## src/rtl/grant_hold_pkg.sv

```systemverilog
// Shared types and helpers for the grant ownership stage that follows the daisy-chain arbiter.
// Vectors are in [0:N-1] order with bit 0 as the highest-priority requester.
package grant_hold_pkg;

    localparam int MAX_N            = 32;
    localparam int MAX_IDX_W        = 5;
    localparam int DEFAULT_MAX_HOLD = 16;

    typedef enum logic [1:0] {
        IDLE    = 2'd0,
        OWNED   = 2'd1,
        RELEASE = 2'd2
    } state_t;

    // Callers zero-pad their [0:N-1] vector into the left end of a [0:MAX_N-1] vector.
    function automatic logic [MAX_IDX_W-1:0] onehot_to_idx(input logic [0:MAX_N-1] v);
        logic [MAX_IDX_W-1:0] idx;
        idx = '0;
        for (int i = 0; i < MAX_N; i++) begin
            if (v[i]) idx = MAX_IDX_W'(i);
        end
        return idx;
    endfunction

    function automatic logic is_onehot(input logic [0:MAX_N-1] v);
        return (v != '0) && ((v & (v - 1'b1)) == '0);
    endfunction

endpackage

```

## src/rtl/grant_hold_ctrl_hold_counter.sv

```systemverilog
// Saturating tenure counter for the current bus owner.
// It flags expiry once the owner has held the bus for MAX_HOLD cycles.
module hold_counter #(
    parameter int MAX_HOLD = 16
) (
    input  logic clk,
    input  logic rst_n,
    input  logic clear,
    input  logic enable,
    output logic expired
);

    localparam int CNT_W = $clog2(MAX_HOLD);
    localparam logic [CNT_W-1:0] LAST = CNT_W'(MAX_HOLD - 1);

    logic [CNT_W-1:0] cnt;

    always_ff @(posedge clk or negedge rst_n) begin
        if (!rst_n) begin
            cnt <= '0;
        end else if (clear) begin
            cnt <= '0;
        end else if (enable && cnt != LAST) begin
            cnt <= cnt + 1'b1;
        end
    end

    assign expired = (cnt == LAST);

endmodule

```

## src/rtl/grant_hold_ctrl.sv

```systemverilog
// Locks the arbiter's one-hot grant as bus owner until done, request drop or MAX_HOLD expiry.
// Optional macro GRANT_ONEHOT_CHECK_EN adds a sticky err output and a grant one-hot assertion.
module grant_hold_ctrl
    import grant_hold_pkg::*;
#(
    parameter  int N        = 8,
    parameter  int MAX_HOLD = DEFAULT_MAX_HOLD,
    localparam int IDX_W    = (N > 1) ? $clog2(N) : 1
) (
    input  logic             clk,
    input  logic             rst_n,
    input  logic [0:N-1]     req,
    input  logic [0:N-1]     arb_gnt,
    input  logic [0:N-1]     done,
    output logic [0:N-1]     gnt,
    output logic [IDX_W-1:0] gnt_idx,
    output logic             busy,
    output logic             timeout
`ifdef GRANT_ONEHOT_CHECK_EN
    ,
    output logic             err
`endif
);

    state_t           state, state_nxt;
    logic [0:N-1]     gnt_nxt;
    logic [IDX_W-1:0] idx_nxt;
    logic             timeout_nxt;
    logic [0:MAX_N-1] arb_ext;
    logic             arb_ok;
    logic             expired;
    logic             own_done, own_drop, release_now;

    always_comb begin
        arb_ext          = '0;
        arb_ext[0:N-1]   = arb_gnt;
    end

    assign arb_ok      = is_onehot(arb_ext) && ((arb_gnt & req) != '0);
    assign own_done    = done[gnt_idx];
    assign own_drop    = !req[gnt_idx];
    assign release_now = own_done || own_drop || expired;

    hold_counter #(.MAX_HOLD(MAX_HOLD)) u_hold_counter (
        .clk     (clk),
        .rst_n   (rst_n),
        .clear   (state != OWNED),
        .enable  (state == OWNED),
        .expired (expired)
    );

    always_ff @(posedge clk or negedge rst_n) begin
        if (!rst_n) begin
            state   <= IDLE;
            gnt     <= '0;
            gnt_idx <= '0;
            timeout <= 1'b0;
        end else begin
            state   <= state_nxt;
            gnt     <= gnt_nxt;
            gnt_idx <= idx_nxt;
            timeout <= timeout_nxt;
        end
    end

    always_comb begin
        state_nxt   = state;
        gnt_nxt     = gnt;
        idx_nxt     = gnt_idx;
        timeout_nxt = 1'b0;
        case (state)
            IDLE: begin
                gnt_nxt = '0;
                idx_nxt = '0;
                if (arb_ok) begin
                    state_nxt = OWNED;
                    gnt_nxt   = arb_gnt;
                    idx_nxt   = IDX_W'(onehot_to_idx(arb_ext));
                end
            end
            OWNED: begin
                // arb_gnt is ignored here, so a higher-priority request never preempts the owner.
                if (release_now) begin
                    state_nxt   = RELEASE;
                    gnt_nxt     = '0;
                    idx_nxt     = '0;
                    timeout_nxt = expired && !own_done && !own_drop;
                end
            end
            default: begin
                state_nxt = IDLE;
                gnt_nxt   = '0;
                idx_nxt   = '0;
            end
        endcase
    end

    assign busy = (state == OWNED);

`ifdef GRANT_ONEHOT_CHECK_EN
    logic [0:MAX_N-1] gnt_ext;

    always_comb begin
        gnt_ext        = '0;
        gnt_ext[0:N-1] = gnt;
    end

    always_ff @(posedge clk or negedge rst_n) begin
        if (!rst_n) begin
            err <= 1'b0;
        end else if (state == IDLE && arb_gnt != '0
                     && (!is_onehot(arb_ext) || (arb_gnt & ~req) != '0)) begin
            err <= 1'b1;
        end
    end

    a_gnt_onehot: assert property (@(posedge clk) disable iff (!rst_n)
        (gnt == '0) || is_onehot(gnt_ext));
`endif

endmodule

```

## config.mk

```make
export PLATFORM = sky130hd
export DESIGN_NAME = grant_hold_ctrl
export DESIGN_NICKNAME = d
export VERILOG_FILES = /design/src/rtl/grant_hold_pkg.sv /design/src/rtl/grant_hold_ctrl_hold_counter.sv /design/src/rtl/grant_hold_ctrl.sv
export SDC_FILE = /design/constraint.sdc
export NUM_CORES = 1
export LEC_CHECK = 0
export CAP_MARGIN = 15
export CORE_UTILIZATION = 45
export CTS_CLUSTER_SIZE = 40
export DETAILED_ROUTE_END_ITERATION = 12
export PLACE_DENSITY = 0.93
export SLEW_MARGIN = 20
export SYNTH_ARGS = -nofsm -noshare
export SYNTH_HDL_FRONTEND = slang
export SYNTH_SLANG_ARGS = --single-unit
```

## constraint.sdc

```tcl
create_clock -name clk -period 2.8 [get_ports clk]
set_clock_uncertainty 0.15 [all_clocks]
set_input_delay 0.28 -clock clk [delete_from_list [all_inputs] [get_ports clk]]
set_output_delay 0.28 -clock clk [all_outputs]
set_load 0.02 [all_outputs]
```

run_1/layers.png
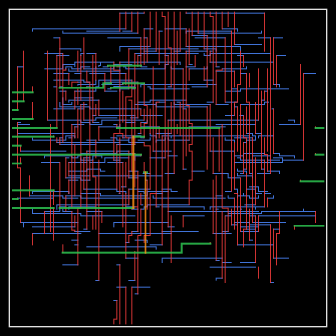
M2: shown in red, wire length 1260 um. M1: shown in blue, wire length 1040 um. M4: shown in orange, wire length 23.1 um. M3: shown in green, wire length 140 um.
Global Route Usage Sum: 21.9%
Wirelength per Cell: 15.7 um

run_1/gates.png
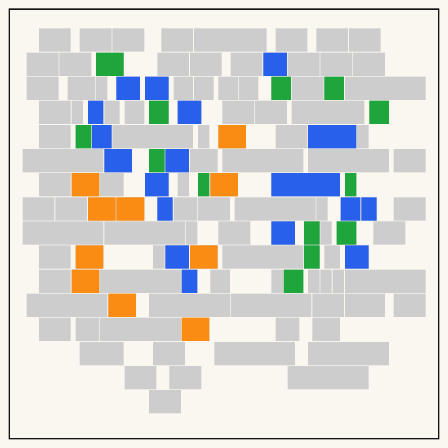
nand cells: shown in green, cells 13, most used nand2b_1. aoi and oai cells: shown in blue, cells 18, most used a22oi_1. non-inverting ao/oa cells: shown in orange, cells 10, most used a22o_1.

==> run notes, run 1 <==
Entry: Yosys synthesis followed by OpenROAD place and route.

Final layout:
- The number of multi-input combinational cells in the layout is ~65.
- The run gives the multi-input combinational cell area as just under 500 sq um.
- The run gives the number of non-clock buffers as 39.
- Across the whole layout, multi-input logic makes up 34.3% of the cell area.
- The layout has about 140 filler cells.

GRT:
- The global route stage reports its total congestion overflow as 0.
- The run puts the pin count of the biggest net entering global routing at 19.
- The first global-routing pass estimated between 3000 and 4000 um of wire.

STA:
- Setup repair after global routing left no endpoint under its margin.
- The clock period could shrink to 2.07 ns.
- From the final report, the count of setup violators was given as 0.
- The transition time recorded at the tightest slew-check pin is roughly 0.8 ns.
- The run puts the highest achievable clock rate at 482 MHz.

Worst setup path:
- The script reports the combined buffer and inverter count of the critical path as 2.
- The run gives the arrival time of data at the critical path endpoint as approximately 1.6 ns.
- The run puts the stage delay of the slowest cell on the critical path at about 0.6 ns.
- Max fanout on the critical path was recorded as 6.
- The worst register-to-register path begins at gnt_idx[1]$_DFFE_PN0P_.
- For the worst reg-to-reg path, the endpoint reported by OpenROAD is gnt[2]$_DFFE_PN0P_.
- The run puts the required time reported for the critical path endpoint at ~2.4 ns.

Yosys:
- The run puts the average size of a mapped cell at roughly 11 sq um.
- The synthesis run identifies the leading combinational cell family as AND-OR/OR-AND gates.
- After synthesis the cells add up to slightly below 1000 sq um.
- The run puts the count of yosys warnings during synthesis at 0.
- The run puts the post-synthesis instance total at ~89.
- The run gives the post-synthesis share of cell area spent on xor and xnor gates as roughly 1.8%.
- After synthesis the netlist holds a flip-flop and latch count of 18.
- Counting every net in the synthesized netlist gives between 100 and 150.

Placement:
- The run gives the final HPWL from detailed placement as roughly 1900 um.

Floorplan:
- Measured along the y axis, the die boundary spans 48.3 um.
- The run gives the effective utilization at floorplan as about half.

CTS:
- The run puts the clock input transition at the sequential cells of the worst setup and hold paths at 0.11 ns.
- The run gives the clock latency at the later pin of the worst-skew pair as roughly 0.30 ns.

Outcome:
- The flow ran to the end, and the final reports show no timing, DRC or antenna violations.

Pwr:
- The run gives the total power consumption of the routed design as approximately 0.00051 W.

Flow run:
- The run puts the count of warning messages emitted by the tools at 26.

Routing:
- The run gives the final routed DRC violation total as 0.
run_1/m2.png
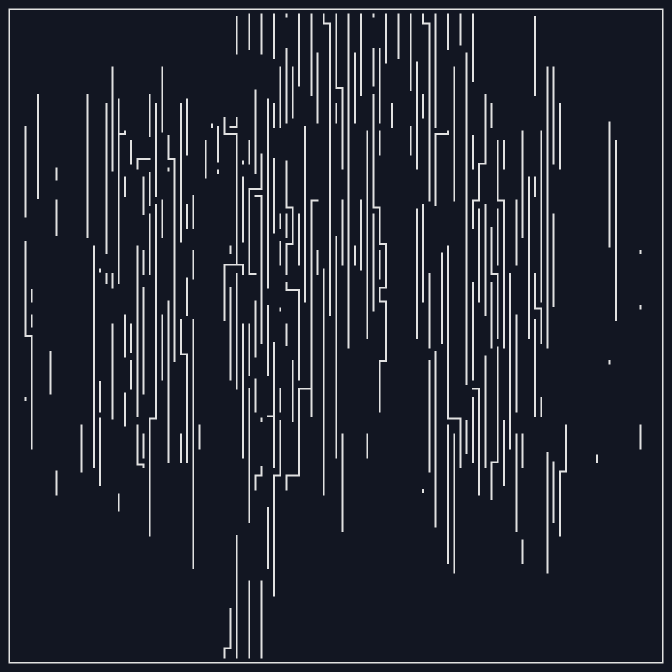
144 nets have wire on it. The layer carries 1260 um of wire. The wires run mostly vertical. The longest straight run is 24.6 um. The layer holds 51% of the routed length.
final wirelength: 2470 um
total via count in the routed design: 892

## run 1: cells in the mapped netlist, types with 2 or more instances
| cell | count | area, sq um |
|---|---|---|
| inv_1 | 4 | 15.0 |
| o21ai_0 | 2 | 10.0 |
| a22oi_1 | 5 | 37.5 |
| a31oi_1 | 2 | 12.5 |
| dfrtp_1 | 18 | 450 |
| nor2_1 | 9 | 33.8 |
| nand2b_1 | 5 | 31.3 |
| a211oi_1 | 2 | 15.0 |
| nand2_1 | 2 | 7.51 |
| nand3_1 | 4 | 20.0 |
| nor2b_1 | 4 | 25.0 |
| a21oi_1 | 2 | 10.0 |
| a22o_1 | 10 | 87.6 |
| o31ai_1 | 2 | 15.0 |
| nor3_1 | 2 | 10.0 |
| mux4_2 | 2 | 45.0 |
## run 1: report_power, final
| group | leakage [nW] | total, W | switching [W] | internal (W) |
|---|---|---|---|---|
| logic | 0.321 | 0.0000867 | 0.0000373 | 0.0000494 |
| registers | 0.251 | 0.000264 | 0.00000198 | 0.000262 |
| clock network | 0.0210 | 0.000163 | 0.0000834 | 0.0000794 |
| total | 0.593 | 0.000514 | 0.000123 | 0.000391 |
## run 1: per-layer routing
metal  GRT usage, %  vias up  share of wire [%]
li1               -      424                  -
met2           33.6       33                 51
met5              0        -                  0
met1           30.0      431                 42
met3           7.04        4                5.6
met4           5.56        0               0.93
## run 1: cell families (layout without fill, tap and decap cells)
kind of cell | count (synthesis) | in the layout
AND-OR/OR-AND | 28 | 28
flip-flops | 18 | 18
AND/OR/NAND/NOR | 31 | 31
multiplexers | 3 | 3
buffers and inverters | 6 | 47
adder cells (fa/ha/maj) | 1 | 1
XOR/XNOR | 2 | 2
## run 1: placed cells by master (no fill, tap or decap), types with 3 or more instances in the layout
| cell type | count |
|---|---|
| nand3_1 | 4 |
| a22o_1 | 10 |
| a22oi_1 | 5 |
| nor2b_1 | 4 |
| nor2_1 | 9 |
| dfrtp_1 | 18 |
| inv_1 | 4 |
| nand2b_1 | 5 |
| clkbuf_4 | 3 |
| clkdlybuf4s50_1 | 38 |
## run 1: stage by stage
stage / util [%] / worst slack, ns / cell area, sq um / std cells
after global placement: 69.1 / 0.594 / 1370 / 153
after detailed placement: 69.1 / 0.529 / 1370 / 153
final: 70.9 / 0.726 / 1410 / 157
after CTS: 70.9 / 0.714 / 1410 / 157
after global routing: 70.9 / 0.653 / 1410 / 157
after floorplan: - / 0.895 / 963 / 89
## run 1: sequential cells by signal (all words and copies together), names as in the netlist
signal and cells:
state 2, gnt_idx 3, u_hold_counter.cnt 4, timeout 1
gnt 8
## run 1: how the worst max path moves through the flow
stage                                 startpoint            endpoint  slack [ns]  depth (start not counted)
after floorplan           gnt_idx[0]$_DFFE_PN0P_  gnt[1]$_DFFE_PN0P_        0.89                          5
after global placement                    req[5]  gnt[7]$_DFFE_PN0P_        0.59                          6
after detailed placement                  req[4]  gnt[4]$_DFFE_PN0P_        0.53                          6
after CTS                   state[1]$_DFFE_PN0P_                busy        0.71                          3
after global routing        state[1]$_DFFE_PN0P_                busy        0.65                          3
final                       state[1]$_DFFE_PN0P_                busy        0.73                          3
==> run 2: changes to the inputs <==
--- a/config.mk
+++ b/config.mk
@@ -6,10 +6,10 @@
 export NUM_CORES = 1
 export LEC_CHECK = 0
 export CAP_MARGIN = 15
-export CORE_UTILIZATION = 45
+export CORE_UTILIZATION = 42
 export CTS_CLUSTER_SIZE = 40
 export DETAILED_ROUTE_END_ITERATION = 12
-export PLACE_DENSITY = 0.93
+export PLACE_DENSITY = 0.88
 export SLEW_MARGIN = 20
 export SYNTH_ARGS = -nofsm -noshare
 export SYNTH_HDL_FRONTEND = slang
==> constraint.sdc (replaced) <==
create_clock -name clk -period 2 [get_ports clk]
set_clock_uncertainty 0.15 [all_clocks]
set_input_delay 0.2 -clock clk [delete_from_list [all_inputs] [get_ports clk]]
set_output_delay 0.2 -clock clk [all_outputs]
set_load 0.02 [all_outputs]
==> run notes, run 2 <==
Entry: Yosys synthesis followed by OpenROAD place and route.

Final layout:
- The largest register by flop count is gnt (unchanged).
- The commonest non-fill, non-tap cell in the layout was clkdlybuf4s50_1 (unchanged).
- The run puts the post-layout instance count excluding filler cells at 175 (was 157).
- The number of nets in the final layout came to 176 (was 158).
- Largest registers ranked by flip-flop count: gnt: 8 flops, u_hold_counter.cnt: 4 flops, gnt_idx: 3 flops (unchanged).
- The run puts the number of flip-flops under the largest register name at 8 (unchanged).
- Dominant logic cell types in the final layout: 37 x clkdlybuf4s50_1, 18 x dfrtp_1, 18 x buf_4, 10 x a22o_1, 9 x nor2_1 (was 38 x clkdlybuf4s50_1, 18 x dfrtp_1, 10 x a22o_1, 9 x nor2_1).
- The run gives the signed area change from the synthesized netlist to the final layout as 61.0% (was 45.8%).
- The final-layout fill cell count is 145 (was 143).
- The run gives the total inserted antenna cells as 0 (unchanged).
- The design area was 1550 sq um (was 1410 sq um).

STA:
- The worst slew margin relative to its limit is 78.1% (was 46.5%).
- The run gives the clock period minus final worst setup slack as between 1.5 and 2 ns.
- RSZ-0062 raised after global routing: no (unchanged).
- Derived from the worst setup path, the maximum achievable clock frequency is 535 MHz.
- In the finished design, the share of the clock period the worst path needs comes to a little over 90%.
- The run puts the final sum of negative setup slack at 0 ns (unchanged).
- The run puts the slew at the pin closest to its max-slew limit at 0.325 ns (was 0.800 ns).
- The final hold violation count came to 0 (unchanged).
- The final setup violation count is 0 (unchanged).

CTS:
- The run gives the clock input transition at the sequential cells of the worst setup and hold paths as 0.10 ns (was 0.11 ns).
- The post-cts resize count came to 1 (was 0).
- The number of levels the H-tree was split into is 1 (unchanged).
- The run gives the clock latency at the later pin of the worst-skew pair as 0.29 ns (was 0.30 ns).
- The TritonCTS clock tree is yes (unchanged).
- The count of hold buffers inserted by post-cts repair was 0 (unchanged).
- The run puts the maximum count of clock buffers along a single path at 2 (unchanged).
- The run gives the number of buffers inserted by post-CTS setup repair as 0 (unchanged).

Placement:
- The cell count after placement was 171 (was 153).
- The number of buffers inserted by port buffering came to 38 (unchanged).
- The run gives the final HPWL from detailed placement as 2100 um (was 1900 um).
- The run gives the placer congestion estimate as 0.865 (was 0.787).
- The run puts the placed cell area at 1520 sq um (was 1370 sq um).

Flow run:
- The run puts the count of warning messages emitted by the tools at 26 (unchanged).

Routing:
- The run gives the number of search-and-repair iterations in the first detailed-routing pass as 4 (unchanged).
- The run puts the final routed DRC violation total at 0 (unchanged).
- The DRC violation total after the first TritonRoute iteration came to 22 (was 21).
- The run puts the detailed-route vias per instance at 5.75 (was 5.68).
- The run puts the residual antenna-violating net count after detailed routing at 0 (unchanged).

Yosys:
- The run gives the average size of a mapped cell as 10.8 sq um (unchanged).
- The run puts the mux contribution to synthesized area at 5.71% (unchanged).
- The most used standard cell by instance count after synthesis is dfrtp_1 (unchanged).
- The run puts the cell area after synthesis at 963 sq um (unchanged).
- The run gives the count of library flops with an enable pin as 0 (unchanged).
- The count of yosys warnings during synthesis came to 0 (unchanged).
- The run gives the aoi/oai-family share of the synthesized area as 24.2% (unchanged).
- The run puts the post-synthesis instance total at 89 (unchanged).
- The run puts the post-synthesis share of cell area spent on xor and xnor gates at 1.82% (unchanged).
- The chip area from the yosys synthesis statistics was 963 sq um (unchanged).
- The main combinational cell family by area after synthesis was AND-OR/OR-AND gates (unchanged).
- The run gives the register share after synthesis as 46.8% (unchanged).
- The number of storage elements in the synthesis netlist came to 18 (unchanged).
- The run puts the fraction of synthesis flops using an asynchronous set or reset pin at 100% (unchanged).
- The run gives the library cell occupying the most area in the post-synthesis netlist as dfrtp_1 (unchanged).
- Top cells by area, synth: dfrtp_1 47%, a22o_1 9.1%, mux4_2 4.7% (unchanged).
- The run gives the top cell type's share of synthesized area as 46.8% (unchanged).
- The post-synthesis net count came to 116 (unchanged).
- Top cells by instance count after synthesis: 18 x dfrtp_1, 10 x a22o_1, 9 x nor2_1, 5 x a22oi_1, 5 x nand2b_1 (unchanged).

Worst setup path:
- The worst flop-to-flop path startpoint is gnt_idx[0]$_DFFE_PN0P_ (was gnt_idx[1]$_DFFE_PN0P_).
- The slowest library cell on the worst path is mux4_2 (was clkdlybuf4s50_1).
- Crit path cell chain: clkdlybuf4s50_1, nor2b_1, mux4_2, a2bb2oi_2, a31oi_4, buf_12, a22o_1 (was nand2b_1, inv_1, clkdlybuf4s50_1).
- The run puts the stage delay of the slowest cell on the critical path at 0.47 ns (was 0.60 ns).
- The source of the critical timing path is req[3] (was state[1]$_DFFE_PN0P_).
- The run gives the buffers plus inverters on the worst setup path as 2 (unchanged).
- The kind of start point of the critical path is a primary input (was flop).
- The run puts the arrival time of data at the critical path endpoint at 1.91 ns (was 1.64 ns).
- The run gives the class of the most critical setup path as in -> reg (was reg -> out).
- The run gives the required time reported for the critical path endpoint as 2.04 ns (was 2.37 ns).
- The largest delay contributor family on the critical path is buffers and inverters (unchanged).
- The run puts the critical-path maximum fanout at 13 (was 6).

Floorplan:
- The run gives the effective utilization at floorplan as 46.7% (was 48.6%).
- The run gives the die span in y as 49.9 um (was 48.3 um).
- The run gives the number of rows created at floorplan as 16 (unchanged).
- The run puts the number of I/O pins at 39 (unchanged).
- The run puts the die area at 2490 sq um (was 2330 sq um).
- The run puts the floorplan core area at 2060 sq um (was 1980 sq um).

GRT:
- The number of antenna violations at the first check in global routing was 0 (unchanged).
- The run puts the leftover overflow at the end of global routing at 0 (unchanged).
- The run puts the global-route wire length before repair at 4970 um (was 3440 um).
- The via count of the first global-routing pass was 1124 (was 779).
- The run puts the pin count of the biggest net entering global routing at 19 (unchanged).

Hold path:
- The kind of path behind the tightest hold check was in -> async (unchanged).

Pwr:
- The run puts the static leakage at 0.689 nW (was 0.593 nW).

Outcome:
- Run status: completed (unchanged).
run 2: kinds of logic after synthesis:
family	count (synthesis)
and+or+nand+nor	31
AOI/OAI and AO/OA	28
DFF	18
adders and majority gates	1
xor gates and xnor gates	2
buffers and inverters	6
muxes	3
run 2: final cells by class:
| class | count | area (sq um) | share of cell area [%] |
|---|---|---|---|
| Tap cell | 27 | 33.8 | 2.18 |
| Clock buffer | 4 | 36.3 | 2.34 |
| Sequential cell | 18 | 450 | 29.0 |
| Timing Repair Buffer | 57 | 534 | 34.4 |
| Inverter | 4 | 15.0 | 0.968 |
| Multi-Input combinational cell | 65 | 482 | 31.0 |
run 2: stage by stage:
stage               util (%)  hold slack (ns)  total power (W)  worst slack (ns)
floorplan                  -           -0.246         0.000415            0.0948
global placement        73.5            0.327         0.000517            -0.114
detailed placement      73.5            0.324         0.000521            -0.186
CTS                     75.2           0.0783         0.000748             0.132
global route            75.2           0.0855         0.000782            0.0728
finish                  75.2           0.0760         0.000740             0.131
run 2: final timing paths:
| check | cells past startpoint | to | slack [ns] |
|---|---|---|---|
| setup / recovery | 7 | gnt[1]$_DFFE_PN0P_ | 0.13 |
| min in group clk | 1 | gnt[0]$_DFFE_PN0P_ | 0.35 |
| hold / removal | 2 | u_hold_counter.cnt[2]$_DFFE_PN0P_ | 0.08 |
| setup reg to reg | 5 | gnt[1]$_DFFE_PN0P_ | 0.16 |
| hold reg to reg | 1 | gnt[0]$_DFFE_PN0P_ | 0.35 |
| max in group asynchronous | 2 | gnt[0]$_DFFE_PN0P_ | 1.43 |
run 2: routing by layer:
layer	part of all wire [%]	vias to the layer above	wire length, um	track usage (%)
li1	-	458	-	-
met1	39	481	1110	30.6
met2	53	51	1510	48.2
met3	4.6	16	132	4.32
met4	3.8	0	110	10.5
met5	0	-	0	0
run 2: where the power goes:
group | internal (W) | total (W) | switching, W
Clock | 0.000111 | 0.000224 | 0.000113
Sequential | 0.000367 | 0.000370 | 0.00000288
Combinational | 0.0000881 | 0.000147 | 0.0000586
Total | 0.000566 | 0.000740 | 0.000174
run_2/congestion_map.png
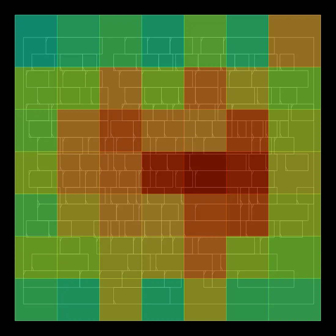
Global Route met3 Usage: 4.32%
GR met2 Demand/Resource: 48.2%

run_2/layers.png
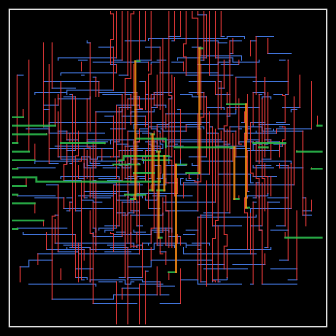
M2: shown in red, wire length 1510 um. M1: shown in blue, wire length 1110 um. M4: shown in orange, wire length 111 um. M3: shown in green, wire length 133 um.
final wirelength: 2860 um
Wirelength per Cell: 16.3 um
Global Route Usage Sum: 26.5%
total via count in the routed design: 1006

==> run 3: changes to the inputs <==
--- a/config.mk
+++ b/config.mk
@@ -10,6 +10,7 @@
 export CTS_CLUSTER_SIZE = 40
 export DETAILED_ROUTE_END_ITERATION = 12
 export PLACE_DENSITY = 0.88
+export SETUP_SLACK_MARGIN = 0.05
 export SLEW_MARGIN = 20
 export SYNTH_ARGS = -nofsm -noshare
 export SYNTH_HDL_FRONTEND = slang
==> run notes, run 3 <==
Entry: Yosys synthesis followed by OpenROAD place and route.

STA:
- The run gives the setup slack after layout as 0.131 ns (unchanged).
- The run puts the clock period minus final worst setup slack at 1.87 ns (unchanged).
- The run puts the worst slew margin relative to its limit at 78.1% (unchanged).
- The run puts the final setup violation count at 0 (unchanged).
- The run gives the slew at the pin closest to its max-slew limit as 0.325 ns (unchanged).
- The share of the cycle needed by the critical path after routing was 93.4% (unchanged).
- The run gives the final sum of negative setup slack as 0 ns (unchanged).

CTS:
- The run puts the count of hold buffers inserted by post-cts repair at 0 (unchanged).
- The run puts the number of levels the H-tree was split into at 1 (unchanged).
- The clock input transition at the sequential cells of the worst setup and hold paths is 0.10 ns (about the same).
- The number of buffers inserted by post-CTS setup repair was 0 (unchanged).
- The run gives the clock latency at the later pin of the worst-skew pair as 0.29 ns (about the same).
- The TritonCTS clock tree is yes (unchanged).
- The run gives the maximum count of clock buffers along a single path as 2 (unchanged).

Routing:
- The post-detailed-route wirelength per cell is 16.3 um (unchanged).
- The run puts the final wirelength at 2860 um (unchanged).
- The DRC violation total after the first TritonRoute iteration is 22 (unchanged).
- The run puts the detailed-route vias per instance at 5.75 (unchanged).
- The run puts the number of search-and-repair iterations in the first detailed-routing pass at 4 (unchanged).

GRT:
- The run gives the overall track demand over capacity in global routing as 26.5% (unchanged).
- The run puts the global-route wire length before repair at 4970 um (unchanged).
- The run gives the via count of the first global-routing pass as 1124 (unchanged).
- The run puts the number of antenna violations at the first check in global routing at 0 (unchanged).
- The run gives the leftover overflow at the end of global routing as 0 (unchanged).

Final layout:
- The largest register by flop count is gnt (unchanged).
- Dominant logic cell types in the final layout: 37 x clkdlybuf4s50_1, 18 x dfrtp_1, 18 x buf_4, 10 x a22o_1, 9 x nor2_1 (unchanged).
- The run gives the number of flip-flops under the largest register name as 8 (unchanged).
- The run puts the signed area change from the synthesized netlist to the final layout at 61.0% (unchanged).
- The run gives the total inserted antenna cells as 0 (unchanged).
- Largest registers ranked by flip-flop count: gnt: 8 flops, u_hold_counter.cnt: 4 flops, gnt_idx: 3 flops (unchanged).

Placement:
- The run puts the placer congestion estimate at 0.865 (unchanged).
- The run gives the final HPWL from detailed placement as 2100 um (unchanged).
- The number of buffers inserted by port buffering was 38 (unchanged).
- The post-placement worst setup slack came to -0.186 ns (unchanged).

Floorplan:
- The run gives the die span in y as 49.9 um (unchanged).
- The run puts the die area at 2490 sq um (unchanged).
- The effective utilization at floorplan is 46.7% (unchanged).
- The number of rows created at floorplan is 16 (unchanged).
- The number of I/O pins was 39 (unchanged).
- The run puts the floorplan core area at 2060 sq um (unchanged).

Yosys:
- The most used standard cell by instance count after synthesis is dfrtp_1 (unchanged).
- The run puts the post-synthesis net count at 116 (unchanged).
- The run gives the library cell occupying the most area in the post-synthesis netlist as dfrtp_1 (unchanged).
- The average size of a mapped cell is 10.8 sq um (unchanged).
- The chip area from the yosys synthesis statistics was 963 sq um (unchanged).
- The run gives the count of library flops with an enable pin as 0 (unchanged).
- The register share after synthesis came to 46.8% (unchanged).
- The run gives the fraction of synthesis flops using an asynchronous set or reset pin as 100% (unchanged).
- The run puts the count of yosys warnings during synthesis at 0 (unchanged).

Worst setup path:
- The run puts the required time reported for the critical path endpoint at 2.04 ns (about the same).
- The critical-path maximum fanout was 13 (unchanged).
- The slowest library cell on the worst path is mux4_2 (unchanged).
- The stage delay of the slowest cell on the critical path was 0.47 ns (about the same).
- The class of the most critical setup path is in -> reg (unchanged).
- The run gives the kind of start point of the critical path as a primary input (unchanged).
- The largest delay contributor family on the critical path is buffers and inverters (unchanged).
- Crit path cell chain: clkdlybuf4s50_1, nor2b_1, mux4_2, a2bb2oi_2, a31oi_4, buf_12, a22o_1 (unchanged).
- The run gives the arrival time of data at the critical path endpoint as 1.91 ns (about the same).

Hold path:
- The kind of path behind the tightest hold check is in -> async (unchanged).

Flow run:
- The count of warning messages emitted by the tools was 26 (unchanged).

Outcome:
- Run status: completed (unchanged).

Pwr:
- The static leakage was 0.689 nW (unchanged).
run 3: cell counts after synthesis:
No cell type changed its count.
run 3: area by class of cell:
type                       instances  area (sq um)  area share [%]
clock buffer                       4          36.3            2.34
inverter                           4          15.0           0.968
sequential                        18           450            29.0
multi-input combinational         65           482            31.0
tap                               27          33.8            2.18
timing repair buffer              57           534            34.4
run 3: metal layers:
layer  GRT usage [%]  up-vias  wire length [um]
met5               0        -                 0
met4            10.5        0               110
met3            4.32       16               132
met2            48.2       51              1510
met1            30.6      481              1110
li1                -      458                 -
run 3: cell families (layout without fill, tap and decap cells):
| group | Yosys count | after routing | share of synthesized area (%) |
|---|---|---|---|
| AND-OR/OR-AND | 28 | 28 | 24.2 |
| adder cells (fa/ha/maj) | 1 | 1 | 1.30 |
| XOR/XNOR | 2 | 2 | 1.82 |
| multiplexers | 3 | 3 | 5.71 |
| flip-flops | 18 | 18 | 46.8 |
| buffers and inverters | 6 | 65 | 3.25 |
| AND/OR/NAND/NOR | 31 | 31 | 17.0 |
run 3: final timing paths:
path | slack [ns] | to | start | cells after the start
max in group asynchronous | 1.43 | gnt[0]$_DFFE_PN0P_ | rst_n | 2
max reg2reg | 0.16 | gnt[1]$_DFFE_PN0P_ | gnt_idx[0]$_DFFE_PN0P_ | 5
min in group clk | 0.35 | gnt[0]$_DFFE_PN0P_ | gnt[0]$_DFFE_PN0P_ | 1
min | 0.08 | u_hold_counter.cnt[2]$_DFFE_PN0P_ | rst_n | 2
max | 0.13 | gnt[1]$_DFFE_PN0P_ | req[3] | 7
min reg2reg | 0.35 | gnt[0]$_DFFE_PN0P_ | gnt[0]$_DFFE_PN0P_ | 1
run 3: what timing repair did:
| action | 4_1_cts | 5_1_grt |
|---|---|---|
| setup endpoints to repair | 1 | 0 |
| gates resized | 1 | 0 |
| hold endpoints to repair | 0 | 0 |
run 3: stage by stage:
step                cell area (sq um)  power, W  hold WS (ns)  instances  util [%]
global route                     1550  0.000782        0.0855        175      75.2
global placement                 1520  0.000517         0.327        171      73.5
detailed placement               1520  0.000521         0.324        171      73.5
floorplan                         963  0.000415        -0.246         89         -
finish                           1550  0.000740        0.0760        175      75.2
CTS                              1550  0.000748        0.0783        175      75.2
run 3: power breakdown:
| group | internal [W] | leakage [nW] | switching (W) |
|---|---|---|---|
| combinational | 0.0000881 | 0.417 | 0.0000586 |
| clock | 0.000111 | 0.0210 | 0.000113 |
| sequential | 0.000367 | 0.251 | 0.00000288 |
run_3/util_map.png
The die is cut into 10 by 10 equal tiles; white is low, dark blue is high, 0 to 100% covered.
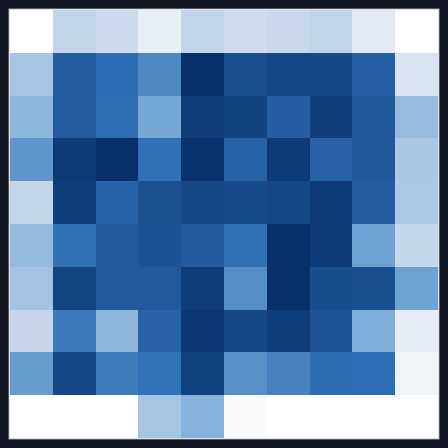
The fullest tile reaches 100%. The mean over all tiles is 61%. 49% of the tiles are over 75% full. 9.0% of the tiles are nearly empty. The densest ninth of the die: centre.

run_3/congestion_map.png
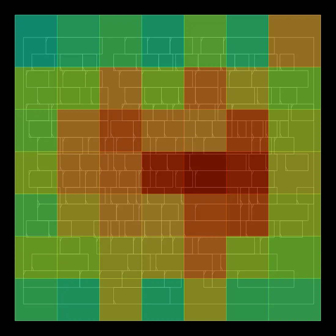
GRT met1 Usage: 30.6%
busiest layer in global routing: met2
post-route core utilization: 75.2%

No activity file was given, so power comes from the tool's default toggle rates.
